### src/rtl/mem_port_arbiter.sv
// Shares one variable-latency memory bus between the fetch (I) and memory-stage (D)
// ports; one transfer outstanding at a time, all outputs registered.
module mem_port_arbiter #(
    parameter int unsigned STARVE_MAX = 4,
    parameter int unsigned WAIT_MAX   = 255
) (
    input  logic        clk,
    input  logic        reset,
    input  logic        i_req,
    input  logic [31:0] i_addr,
    output logic [31:0] i_rdata,
    output logic        i_ready,
    input  logic        d_req,
    input  logic        d_we,
    input  logic [31:0] d_addr,
    input  logic [31:0] d_wdata,
    input  logic [3:0]  d_byteen,
    output logic [31:0] d_rdata,
    output logic        d_ready,
    output logic        bus_req,
    output logic        bus_we,
    output logic [31:0] bus_addr,
    output logic [31:0] bus_wdata,
    output logic [3:0]  bus_byteen,
    input  logic        bus_ack,
    input  logic [31:0] bus_rdata,
    output logic        bus_err
);

    localparam int unsigned SW = (STARVE_MAX < 1) ? 1 : $clog2(STARVE_MAX + 1);
    localparam logic [SW-1:0] STARVE_LIM = SW'(STARVE_MAX);
    // Timeout fires in the WAIT_MAX-th GRANT cycle, whose counter value is WAIT_MAX-1.
    localparam logic [7:0]    WAIT_LAST  = 8'(WAIT_MAX - 1);

    localparam logic [2:0] ST_IDLE    = 3'd0;
    localparam logic [2:0] ST_GRANT_I = 3'd1;
    localparam logic [2:0] ST_GRANT_D = 3'd2;
    localparam logic [2:0] ST_RESP_I  = 3'd3;
    localparam logic [2:0] ST_RESP_D  = 3'd4;

    logic [2:0]    state_q,      state_d;
    logic [7:0]    wait_q,       wait_d;
    logic [SW-1:0] starve_q,     starve_d;
    logic          bus_req_q,    bus_req_d;
    logic          bus_we_q,     bus_we_d;
    logic [31:0]   bus_addr_q,   bus_addr_d;
    logic [31:0]   bus_wdata_q,  bus_wdata_d;
    logic [3:0]    bus_byteen_q, bus_byteen_d;
    logic          bus_err_q,    bus_err_d;
    logic [31:0]   i_rdata_q,    i_rdata_d;
    logic          i_ready_q,    i_ready_d;
    logic [31:0]   d_rdata_q,    d_rdata_d;
    logic          d_ready_q,    d_ready_d;

    logic          pick_i_s;
    logic          pick_d_s;

    // Arbitration: a starved I port beats D, otherwise D has priority.
    always_comb begin
        pick_i_s = i_req && ((starve_q == STARVE_LIM) || !d_req);
        pick_d_s = d_req && !pick_i_s;
    end

    // Next-state and next-output logic for the transfer sequencer.
    always_comb begin
        state_d      = state_q;
        wait_d       = wait_q;
        starve_d     = starve_q;
        bus_req_d    = bus_req_q;
        bus_we_d     = bus_we_q;
        bus_addr_d   = bus_addr_q;
        bus_wdata_d  = bus_wdata_q;
        bus_byteen_d = bus_byteen_q;
        bus_err_d    = bus_err_q;
        i_rdata_d    = i_rdata_q;
        i_ready_d    = i_ready_q;
        d_rdata_d    = d_rdata_q;
        d_ready_d    = d_ready_q;

        case (state_q)
            ST_IDLE: begin
                if (pick_i_s) begin
                    state_d      = ST_GRANT_I;
                    starve_d     = {SW{1'b0}};
                    wait_d       = 8'd0;
                    bus_req_d    = 1'b1;
                    bus_we_d     = 1'b0;
                    bus_addr_d   = i_addr;
                    bus_wdata_d  = 32'h0000_0000;
                    bus_byteen_d = 4'b1111;
                end else if (pick_d_s) begin
                    state_d      = ST_GRANT_D;
                    wait_d       = 8'd0;
                    bus_req_d    = 1'b1;
                    bus_we_d     = d_we;
                    bus_addr_d   = d_addr;
                    bus_wdata_d  = d_we ? d_wdata : 32'h0000_0000;
                    bus_byteen_d = d_we ? d_byteen : 4'b1111;
                    if (i_req && (starve_q != STARVE_LIM)) begin
                        starve_d = starve_q + SW'(1'b1);
                    end else begin
                        starve_d = starve_q;
                    end
                end else begin
                    state_d = ST_IDLE;
                end
            end

            ST_GRANT_I, ST_GRANT_D: begin
                // An ack arriving in the timeout cycle still completes normally.
                if (bus_ack) begin
                    bus_req_d = 1'b0;
                    wait_d    = 8'd0;
                    if (state_q == ST_GRANT_I) begin
                        state_d   = ST_RESP_I;
                        i_ready_d = 1'b1;
                        i_rdata_d = bus_rdata;
                    end else begin
                        state_d   = ST_RESP_D;
                        d_ready_d = 1'b1;
                        d_rdata_d = bus_we_q ? 32'h0000_0000 : bus_rdata;
                    end
                end else if (wait_q == WAIT_LAST) begin
                    bus_req_d = 1'b0;
                    bus_err_d = 1'b1;
                    wait_d    = 8'd0;
                    if (state_q == ST_GRANT_I) begin
                        state_d   = ST_RESP_I;
                        i_ready_d = 1'b1;
                        i_rdata_d = 32'h0000_0000;
                    end else begin
                        state_d   = ST_RESP_D;
                        d_ready_d = 1'b1;
                        d_rdata_d = 32'h0000_0000;
                    end
                end else begin
                    wait_d = wait_q + 8'd1;
                end
            end

            ST_RESP_I, ST_RESP_D: begin
                state_d   = ST_IDLE;
                i_ready_d = 1'b0;
                d_ready_d = 1'b0;
                i_rdata_d = 32'h0000_0000;
                d_rdata_d = 32'h0000_0000;
                bus_err_d = 1'b0;
            end

            default: begin
                state_d   = ST_IDLE;
                wait_d    = 8'd0;
                bus_req_d = 1'b0;
                bus_err_d = 1'b0;
                i_ready_d = 1'b0;
                d_ready_d = 1'b0;
                i_rdata_d = 32'h0000_0000;
                d_rdata_d = 32'h0000_0000;
            end
        endcase
    end

    // State and output registers with synchronous reset.
    always_ff @(posedge clk) begin
        if (reset) begin
            state_q      <= ST_IDLE;
            wait_q       <= 8'd0;
            starve_q     <= {SW{1'b0}};
            bus_req_q    <= 1'b0;
            bus_we_q     <= 1'b0;
            bus_addr_q   <= 32'h0000_0000;
            bus_wdata_q  <= 32'h0000_0000;
            bus_byteen_q <= 4'b0000;
            bus_err_q    <= 1'b0;
            i_rdata_q    <= 32'h0000_0000;
            i_ready_q    <= 1'b0;
            d_rdata_q    <= 32'h0000_0000;
            d_ready_q    <= 1'b0;
        end else begin
            state_q      <= state_d;
            wait_q       <= wait_d;
            starve_q     <= starve_d;
            bus_req_q    <= bus_req_d;
            bus_we_q     <= bus_we_d;
            bus_addr_q   <= bus_addr_d;
            bus_wdata_q  <= bus_wdata_d;
            bus_byteen_q <= bus_byteen_d;
            bus_err_q    <= bus_err_d;
            i_rdata_q    <= i_rdata_d;
            i_ready_q    <= i_ready_d;
            d_rdata_q    <= d_rdata_d;
            d_ready_q    <= d_ready_d;
        end
    end

    assign bus_req    = bus_req_q;
    assign bus_we     = bus_we_q;
    assign bus_addr   = bus_addr_q;
    assign bus_wdata  = bus_wdata_q;
    assign bus_byteen = bus_byteen_q;
    assign bus_err    = bus_err_q;
    assign i_rdata    = i_rdata_q;
    assign i_ready    = i_ready_q;
    assign d_rdata    = d_rdata_q;
    assign d_ready    = d_ready_q;

endmodule
### config.mk
export PLATFORM = sky130hd
export DESIGN_NAME = mem_port_arbiter
export DESIGN_NICKNAME = d
export VERILOG_FILES = /design/src/rtl/mem_port_arbiter.sv
export SDC_FILE = /design/constraint.sdc
export NUM_CORES = 1
export LEC_CHECK = 0
export CAP_MARGIN = 30
export CORE_MARGIN = 2
export CORE_UTILIZATION = 44
export CTS_BUF_LIST = sky130_fd_sc_hd__clkbuf_16
export CTS_CLUSTER_DIAMETER = 60
export DETAILED_ROUTE_END_ITERATION = 7
export HOLD_SLACK_MARGIN = 0.03
export PLACE_DENSITY = 0.86
export SLEW_MARGIN = 0
export SYNTH_ARGS = -nofsm -noshare
export SYNTH_HDL_FRONTEND = slang
export SYNTH_SLANG_ARGS = --single-unit
### constraint.sdc
create_clock -name clk -period 3.5 [get_ports clk]
set_input_delay 0.7 -clock clk [delete_from_list [all_inputs] [get_ports clk]]
set_output_delay 0.7 -clock clk [all_outputs]
set_load 0.01 [all_outputs]
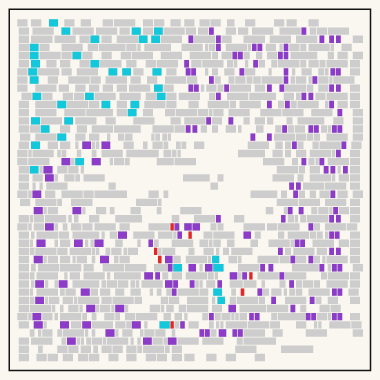
Fig. 1. Logic cells by family.
Scale: 3 px per um.
[purple] aoi and oai cells | cells: 157 | where: spread over the die
[cyan] non-inverting ao/oa cells | cells: 38
[red] inv cells | cells: 7

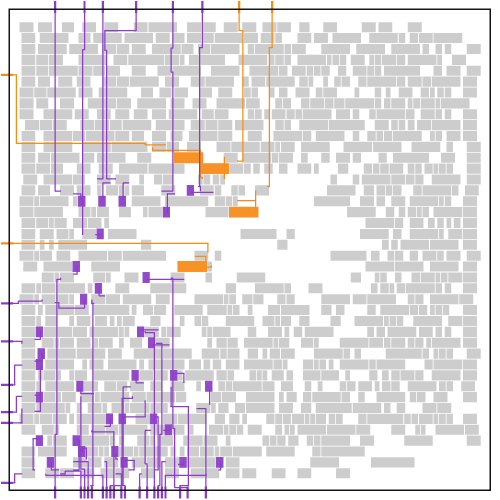
Fig. 2. I/O nets highlighted.
Scale: 4 px per um.
[purple] i_addr | bits: 32 | direction: input | edge: 20 south, 6 west, 6 north | end cells: 32 | buffers: 32 | wire: 985 um
[orange] bus_byteen | bits: 4 | direction: output | edge: 2 north, 2 west | end cells: 4 | buffers: 4 | wire: 235 um

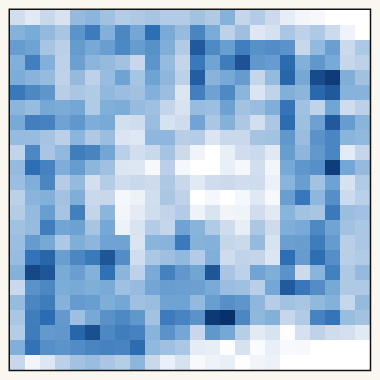
Fig. 3. Wire density map.
Scale: 3 px per um. The die is cut into 24 by 24 equal tiles; white is low, dark blue is high, scaled to the fullest tile. Values are wire area over tile area, all layers added.
densest ninth of the die: south-west
mean over tiles: 0.22
fullest tile: 0.55
nearly empty tiles: 3.8%
emptiest ninth of the die: center
tiles over half the peak: 33%
final WL: 19400 um
Total GRT Usage: 26.6%
drt wl/cell: 17.4 um
Vias: 6099

==> CHANGELOG.md <==
### Physical design

- Tool warnings: 28
- Power Dens Cells: 506 nW/um^2
- Commonest non-fill, non-tap cells in the layout: 273 x clkdlybuf4s50_1, 151 x dfxtp_1, 72 x nand2_1
- F_max: 432 MHz
- Number of vias per cell: 5.49
- XORs/XNORs by Area: 0.593%
- FP Rows: 42
- Setup WS pre-CTS: 795 ps
- # Max-Cap Violations: 0
- Nets: 1064
- Chip Height: 120 um
- Status: complete, no violations
- Hold path endpoint: d_rdata[2]
- Max Clock Skew: 5.67 ps
- R2R Path End: d_rdata[31]
- Compound Share, Synth: 21.4%
- Type of element capturing the critical path: flip-flop
- Mux share: 0.169%
- Crit path time final: 2320 ps
- Post-CTS Setup Repair Bufs: 0
- Wire length on met1: 7500 um
- Die W: 120 um
- Grt ovf: 0
- Clk sink count: 151
- Routed wl met2: 9640 um
- PnR worst setup slack: 1180 ps
- Final-report hold violation count: 0
- Hold path startpoint: d_rdata[2]
- Worst path depth: 5
- Origin of the critical flop-to-flop path: state_q[1]
- Top layer reached by signal wires: met4
- RSZ-0062 raised after global routing: false
- CTS buffer count: 17
- Share of post-route cells with drive strength above 1: 6.10%
- Post-DP HPWL: 13400 um
- CP Cell Sequence: clkdlybuf4s50_1 > buf_4 > or4b_4 > or4_1 > a21oi_1
- Warnings from Yosys: 0
- Final hold slack: 464 ps
- Setup slack, reg-to-reg: 1230 ps
- Commonest Layout Cell: clkdlybuf4s50_1
- Mapped Cells: 676
- Post-synth seq share: 51.1%
- Worst IR drop on VDD: 0.299 mV
==> layout make-up <==
| cell class | count | area, sq um |
|---|---|---|
| flip-flops and latches | 151 | 3020 |
| repair buffers | 290 | 2870 |
| fillers | 1033 | 3830 |
| inverters | 7 | 26.3 |
| well taps | 176 | 220 |
| multi-input cells | 455 | 2610 |
| clock buffers | 17 | 425 |
| clock inverters | 14 | 184 |
==> registers in the layout (all words and copies together), names as in the netlist, named ones only <==
signal      flops
bus_we          1
bus_err         1
starve_q        3
bus_req         1
bus_byteen      4
i_ready         1
i_rdata        32
state_q         3
bus_addr       32
bus_wdata      32
wait_q          8
d_rdata        32
==> tightest hold or removal path, cell delays in order (launching register included) <==
cell,delay [ps]
dfxtp_1,300
nand2b_1,70
o21ai_1,50
==> synth_stat cells (all sizes together) <==
| cell type | number | area (sq um) |
|---|---|---|
| a21oi | 45 | 225 |
| nand4 | 34 | 213 |
| nand3 | 36 | 180 |
| o21ai | 70 | 350 |
| a21boi | 1 | 7.51 |
| a21o | 2 | 15.0 |
| o31ai | 1 | 7.51 |
| o211ai | 1 | 7.51 |
| and3 | 1 | 6.26 |
| buf | 23 | 118 |
| clkbuf | 40 | 150 |
| a211o | 1 | 8.76 |
| nor2 | 50 | 188 |
| xnor2 | 2 | 17.5 |
| and3b | 1 | 8.76 |
| a22o | 32 | 280 |
| mux2i | 1 | 10.0 |
| or2 | 2 | 12.5 |
| nor4 | 2 | 12.5 |
| a311oi | 32 | 280 |
| nand2 | 72 | 270 |
| and2 | 1 | 6.26 |
| a211oi | 5 | 37.5 |
| or4b | 1 | 13.8 |
| or3 | 2 | 12.5 |
| o211a | 1 | 10.0 |
| dfxtp | 151 | 3020 |
| and4 | 1 | 8.76 |
| ha | 4 | 50.1 |
| and4b | 1 | 10.0 |
| o21a | 1 | 7.51 |
| or4 | 3 | 22.5 |
| nand2b | 33 | 206 |
| o21bai | 2 | 15.0 |
| inv | 7 | 26.3 |
| a21bo | 1 | 10.0 |
| nor3 | 11 | 65.1 |
| xor2 | 2 | 17.5 |
==> how the worst max path moves through the flow <==
stage                               end  slack, ps
after floorplan            bus_addr[23]       1630
after global placement      starve_q[2]        810
after detailed placement    starve_q[2]        790
after CTS                 bus_wdata[13]       1210
after global routing        starve_q[2]       1090
final                       starve_q[2]       1180
==> kinds of logic after synthesis <==
| kind of cell | count (synthesis) |
|---|---|
| flip-flops | 151 |
| buffers and inverters | 70 |
| XOR/XNOR | 4 |
| AND-OR/OR-AND | 195 |
| multiplexers | 1 |
| adder cells (fa/ha/maj) | 4 |
| AND/OR/NAND/NOR | 251 |
==> power breakdown <==
group	switching [W]	internal (W)	total [W]
Sequential	0.0000741	0.00184	0.00191
Combinational	0.000458	0.000461	0.000919
Clock	0.000719	0.00118	0.00190
==> metrics by stage <==
stage	util [%]	total power, W	instance area, sq um	std cells
6_report	71.0	0.00473	9360	1110
5_1_grt	71.0	0.00493	9360	1110
3_5_place_dp	66.3	0.00286	8750	1079
4_1_cts	71.0	0.00476	9360	1110
3_3_place_gp	66.3	0.00285	8750	1079
2_1_floorplan	-	0.00236	5910	676
Power and IR drop assume default switching activity.
